$ cat src/rtl/cpu_machine_ctrl_if.sv
// Control bus between the instruction-cycle controller and the CPU datapath.
// The datapath side (master) supplies the clk_gen fetch phase, the IR opcode
// field and the accumulator zero flag. The controller side (slave) returns
// the datapath strobes, the halt flag and the current state code.
interface cpu_machine_ctrl_if;
  logic       fetch;
  logic [2:0] opcode;
  logic       zero;
  logic       inc_pc;
  logic       load_pc;
  logic       load_acc;
  logic       load_ir;
  logic       rd;
  logic       wr;
  logic       datactl_ena;
  logic       halt;
  logic [3:0] state;

  modport master (
    output fetch, opcode, zero,
    input  inc_pc, load_pc, load_acc, load_ir, rd, wr, datactl_ena, halt, state
  );

  modport slave (
    input  fetch, opcode, zero,
    output inc_pc, load_pc, load_acc, load_ir, rd, wr, datactl_ena, halt, state
  );
endinterface

$ cat src/rtl/cpu_machine_ctrl.sv
// Instruction-cycle controller for the simple RISC CPU.
// After reset it idles until the first clk_gen fetch, then free-runs an
// 8-slot instruction cycle (S0..S7). Each slot decodes opcode and zero into
// datapath strobes. HLT parks the machine in HALTED.
// Ports:
//   clk   - system clock, rising edge
//   reset - synchronous, active-high
//   bus   - slave side of cpu_machine_ctrl_if (fetch/opcode/zero in,
//           inc_pc/load_pc/load_acc/load_ir/rd/wr/datactl_ena/halt/state out)
// HALT_RESUME: 0 = only reset leaves HALTED, 1 = fetch also resumes at S0.
module cpu_machine_ctrl #(
  parameter bit HALT_RESUME = 1'b0
) (
  input  logic                clk,
  input  logic                reset,
  cpu_machine_ctrl_if.slave   bus
);

  localparam logic [2:0] OP_HLT  = 3'b000;
  localparam logic [2:0] OP_SKZ  = 3'b001;
  localparam logic [2:0] OP_ADD  = 3'b010;
  localparam logic [2:0] OP_ANDD = 3'b011;
  localparam logic [2:0] OP_XORR = 3'b100;
  localparam logic [2:0] OP_LDA  = 3'b101;
  localparam logic [2:0] OP_STO  = 3'b110;
  localparam logic [2:0] OP_JMP  = 3'b111;

  typedef enum logic [3:0] {
    S0     = 4'h0,
    S1     = 4'h1,
    S2     = 4'h2,
    S3     = 4'h3,
    S4     = 4'h4,
    S5     = 4'h5,
    S6     = 4'h6,
    S7     = 4'h7,
    IDLE   = 4'h8,
    HALTED = 4'h9
  } state_t;

  state_t cur, nxt;

  logic alu_op, jmp_op, sto_op, skz_taken, hlt_op;

  // ALU group reads its operand from memory in S4/S5 and loads acc in S5.
  assign alu_op    = (bus.opcode == OP_ADD)  || (bus.opcode == OP_ANDD) ||
                     (bus.opcode == OP_XORR) || (bus.opcode == OP_LDA);
  assign jmp_op    = (bus.opcode == OP_JMP);
  assign sto_op    = (bus.opcode == OP_STO);
  assign hlt_op    = (bus.opcode == OP_HLT);
  // zero is looked at live, so a change between S5 and S7 only moves S7.
  assign skz_taken = (bus.opcode == OP_SKZ) && bus.zero;

  always_ff @(posedge clk) begin
    if (reset) cur <= IDLE;
    else       cur <= nxt;
  end

  always_comb begin
    nxt             = IDLE;
    bus.inc_pc      = 1'b0;
    bus.load_pc     = 1'b0;
    bus.load_acc    = 1'b0;
    bus.load_ir     = 1'b0;
    bus.rd          = 1'b0;
    bus.wr          = 1'b0;
    bus.datactl_ena = 1'b0;
    bus.halt        = 1'b0;
    unique case (cur)
      IDLE: nxt = bus.fetch ? S0 : IDLE;
      S0: begin
        nxt         = S1;
        bus.rd      = 1'b1;
        bus.load_ir = 1'b1;
      end
      S1: begin
        nxt         = S2;
        bus.rd      = 1'b1;
        bus.load_ir = 1'b1;
        bus.inc_pc  = 1'b1;
      end
      S2: nxt = S3;
      S3: begin
        nxt        = hlt_op ? HALTED : S4;
        bus.inc_pc = 1'b1;
        bus.halt   = hlt_op;
      end
      S4: begin
        nxt             = S5;
        bus.rd          = alu_op;
        bus.load_pc     = jmp_op;
        bus.datactl_ena = sto_op;
      end
      S5: begin
        nxt             = S6;
        bus.rd          = alu_op;
        bus.load_acc    = alu_op;
        bus.load_pc     = jmp_op;
        bus.inc_pc      = jmp_op || skz_taken;
        bus.datactl_ena = sto_op;
        bus.wr          = sto_op;
      end
      S6: begin
        nxt             = S7;
        bus.datactl_ena = sto_op;
      end
      S7: begin
        nxt        = S0;
        bus.inc_pc = skz_taken;
      end
      HALTED: begin
        nxt      = (HALT_RESUME && bus.fetch) ? S0 : HALTED;
        bus.halt = 1'b1;
      end
      default: nxt = IDLE;
    endcase
  end

  assign bus.state = cur;

endmodule

$ cat src/flat_wrapper.sv
// flat-port wrapper written by rule: the top's interface ports become plain ports
module cpu_machine_ctrl_flat 
#(
  parameter bit HALT_RESUME = 1'b0
)
  (clk, reset, bus_fetch, bus_opcode, bus_zero, bus_inc_pc, bus_load_pc, bus_load_acc, bus_load_ir, bus_rd, bus_wr, bus_datactl_ena, bus_halt, bus_state);
  cpu_machine_ctrl_if bus_i ();
  input  logic clk;
  input  logic reset;
  input wire logic [$bits(bus_i.fetch)-1:0] bus_fetch;
  input wire logic [$bits(bus_i.opcode)-1:0] bus_opcode;
  input wire logic [$bits(bus_i.zero)-1:0] bus_zero;
  output wire logic [$bits(bus_i.inc_pc)-1:0] bus_inc_pc;
  output wire logic [$bits(bus_i.load_pc)-1:0] bus_load_pc;
  output wire logic [$bits(bus_i.load_acc)-1:0] bus_load_acc;
  output wire logic [$bits(bus_i.load_ir)-1:0] bus_load_ir;
  output wire logic [$bits(bus_i.rd)-1:0] bus_rd;
  output wire logic [$bits(bus_i.wr)-1:0] bus_wr;
  output wire logic [$bits(bus_i.datactl_ena)-1:0] bus_datactl_ena;
  output wire logic [$bits(bus_i.halt)-1:0] bus_halt;
  output wire logic [$bits(bus_i.state)-1:0] bus_state;
  assign bus_i.fetch = bus_fetch;
  assign bus_i.opcode = bus_opcode;
  assign bus_i.zero = bus_zero;
  assign bus_inc_pc = bus_i.inc_pc;
  assign bus_load_pc = bus_i.load_pc;
  assign bus_load_acc = bus_i.load_acc;
  assign bus_load_ir = bus_i.load_ir;
  assign bus_rd = bus_i.rd;
  assign bus_wr = bus_i.wr;
  assign bus_datactl_ena = bus_i.datactl_ena;
  assign bus_halt = bus_i.halt;
  assign bus_state = bus_i.state;
  cpu_machine_ctrl #(.HALT_RESUME(HALT_RESUME)) u_core (.clk(clk), .reset(reset), .bus(bus_i));
endmodule
$ cat config.mk
export PLATFORM = sky130hd
export DESIGN_NAME = cpu_machine_ctrl_flat
export DESIGN_NICKNAME = d
export VERILOG_FILES = /design/src/rtl/cpu_machine_ctrl_if.sv /design/src/rtl/cpu_machine_ctrl.sv /design/src/flat_wrapper.sv
export SDC_FILE = /design/constraint.sdc
export NUM_CORES = 1
export LEC_CHECK = 0
export ABC_AREA = 1
export CAP_MARGIN = 20
export CORE_AREA = 2 2 39 41
export DETAILED_ROUTE_END_ITERATION = 8
export DIE_AREA = 0 0 41 43
export MAX_ROUTING_LAYER = met4
export PLACE_DENSITY = 0.65
export SYNTH_ARGS = -nofsm -noshare
export SYNTH_HDL_FRONTEND = slang
export SYNTH_SLANG_ARGS = --single-unit
$ cat constraint.sdc
create_clock -name clk -period 1.3 [get_ports clk]
set_clock_uncertainty 0.05 [all_clocks]
set_input_delay 0.13 -clock clk [delete_from_list [all_inputs] [get_ports clk]]
set_output_delay 0.13 -clock clk [all_outputs]
set_load 0.02 [all_outputs]
==> images/util_map.png <==
Drawn at 8 px/um. The die is cut into 8 by 9 equal tiles; black is low, pale yellow is high, 0 to 100% covered.
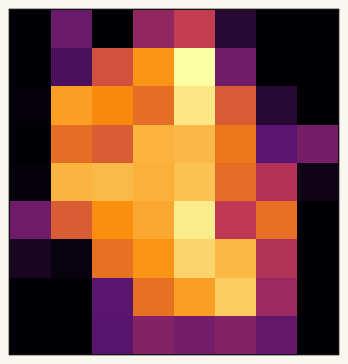
The densest ninth of the die: centre. 26% of the tiles are nearly empty. The mean over all tiles is 41%. 25% of the tiles are over 75% full.

==> images/clock_wires.png <==
Drawn at 8 px/um.
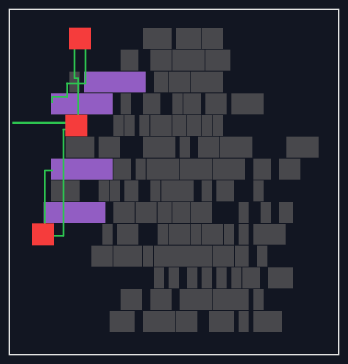
flip-flops: drawn in purple, count 4. clock wires: drawn in green, length 57.3 um. clock-net drivers: drawn in red, count 3.
There are 4 routed clock nets.

==> images/clock_nets.png <==
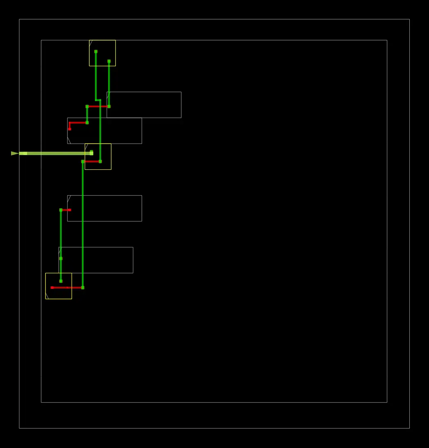
clkbuf count: 3
Num CTS Buffers: 3
clk_lat worst skew: 230 ps
Clock group: 147 uW

==> images/route_heat.png <==
Drawn at 8 px/um. The die is cut into 8 by 9 equal tiles; black is low, pale yellow is high, scaled to the fullest tile. Values are wire area over tile area, all layers added.
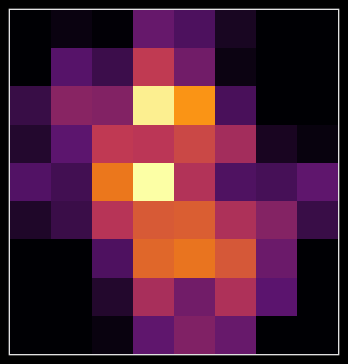
17% of the tiles are over half the peak. 26% of the tiles are nearly empty. The fullest tile reaches 0.38. The densest ninth of the die: centre. The mean over all tiles is 0.095.

==> results.sh <==
# source this file to load flow results
export IMPL_maxCapViolations=0
export IMPL_final_area_um2=748
export IMPL_largest_reg_flops=4
export IMPL_placeableCoreArea_mm2=0.00138
export IMPL_worst_slack_ps=-46.1
export IMPL_met3_length_um=26
export IMPL_failed_checks="negative setup slack"
export IMPL_use_met1=0.177
export IMPL_dpl_cell_area_um2=651
export IMPL_top_cell_area_share=0.252
export IMPL_worst_slew_pin_slew_ps=208
export IMPL_clockBufferDepth=2
export IMPL_synthesis_area_um2=318
export IMPL_final_common_cell="buf_4"
export IMPL_grt_first_pass_wirelength_um=1690
export IMPL_r2r_start="u_core.bus.state[2]"
export IMPL_setup_viol=5
export IMPL_p_sw_uw=193
export IMPL_synthCells=59
export IMPL_max_stage_delay_ps=310
export IMPL_comb_power_share=0.471
export IMPL_setup_worst_path_class="register to primary output"
export IMPL_clock_tree_area_fraction=0.0301
export IMPL_ff_latch_area_um2=85.1
export IMPL_simple_gate_share=0.528
export IMPL_synthArstFlopShare=0
export IMPL_crit_top_cell="buf_6"
export IMPL_synthDistinctLibCells=13
export IMPL_power_density_mw_per_mm2=767
export IMPL_antenna_found_initial=0
export IMPL_ys_warnings_count=0
export IMPL_post_route_util=0.541
export IMPL_area_growth_pct=135
export IMPL_drive_above_1_share=0.541
export IMPL_largestClassByArea="buffers"
export IMPL_hold_buffers=0
export IMPL_seq_share=0.114
export IMPL_min_period_ps=1350
export IMPL_finalSetupTns_ps=-132
export IMPL_dp_cells=109
export IMPL_antenna_diode_count=0
export IMPL_hold_slack_ps=349
export IMPL_min_from="bus_opcode[0]"
export IMPL_tritoncts="yes"
export IMPL_nFillCells=149
export IMPL_r2r_cells=9
export IMPL_highest_layer="met3"
export IMPL_wl_um=1110
export IMPL_slew_headroom=0.860
export IMPL_cp_start_kind="register"
export IMPL_crit_chain="inv_2, buf_6, buf_6, nand2_4, o22ai_4, buf_6"
export IMPL_crit_path_top_delay_cell="dfxtp_2"
export IMPL_synthTopLogicFamily="simple AND/OR/NAND/NOR gates"
export IMPL_antenna_left=0
export IMPL_logic_gates=42
export IMPL_flop_cell="dfxtp_1"
export IMPL_rsz0062_at_grt="yes"
export IMPL_area_leaders="dfxtp_1 25%, nand2_1 17%, nor2_1 14%, inv_1 13%, nor2_2 7.9%"
export IMPL_powerComb_uw=270
export IMPL_p_leak_nw=0.403
export IMPL_viasPerCell=4.40
export IMPL_num_rows=14
export IMPL_synth_area_per_cell_um2=5.39
export IMPL_tool_warnings=29
export IMPL_chipHeight_um=43
export IMPL_drc=0
export IMPL_cts_resized_gates=61
export IMPL_clkPwrFrac=0.256
export IMPL_grt_max_degree=6
export IMPL_status="finished, violations left"
export IMPL_ys_flops=4
export IMPL_crit_end="bus_rd"
export IMPL_hold_viol=0
export IMPL_grt_busiest_layer="met2"
export IMPL_fin_crit_sh=1.04
export IMPL_path_clk_slew_ps=40
export IMPL_edf_count=0
export IMPL_finalNonFillerCells=114
export IMPL_comb_area_share=0.348
export IMPL_port_buffers=18
export IMPL_yosysSeqAreaShare=0.252
export IMPL_cts_setup_buffers=1
export IMPL_met2_usage=0.209
export IMPL_yosysMostFrequentCell="nand2_1"
export IMPL_r2r_slack_ps=0
export IMPL_switching_share=0.337
export IMPL_min_to="u_core.bus.state[0]"
export IMPL_io_pins=19
export IMPL_worstSetupStartpoint="u_core.bus.state[2]"
export IMPL_ys_sh_adder=0
export IMPL_inverters=13
export IMPL_cp_arrival_ps=1170
export IMPL_cp_depth=6
export IMPL_bufAreaShareNonClock=0.416
export IMPL_path_max_fanout=3
export IMPL_grt_ovfl_total=0
export IMPL_tap_cells=16
export IMPL_routedWlPerCell_um=9.70
export IMPL_maxSlewViolCount=0
export IMPL_n_all_buffers=36
export IMPL_via_count=502
export IMPL_max_freq_mhz=743
export IMPL_yosys_area_share_aoi=0.0669
export IMPL_syn_nets=66
export IMPL_min_path_cells=6
export IMPL_grt_pass1_vias=451
export IMPL_dr_wl_met2_um=633
export IMPL_ys_cells=59
Power is estimated from default activity; no workload was simulated.
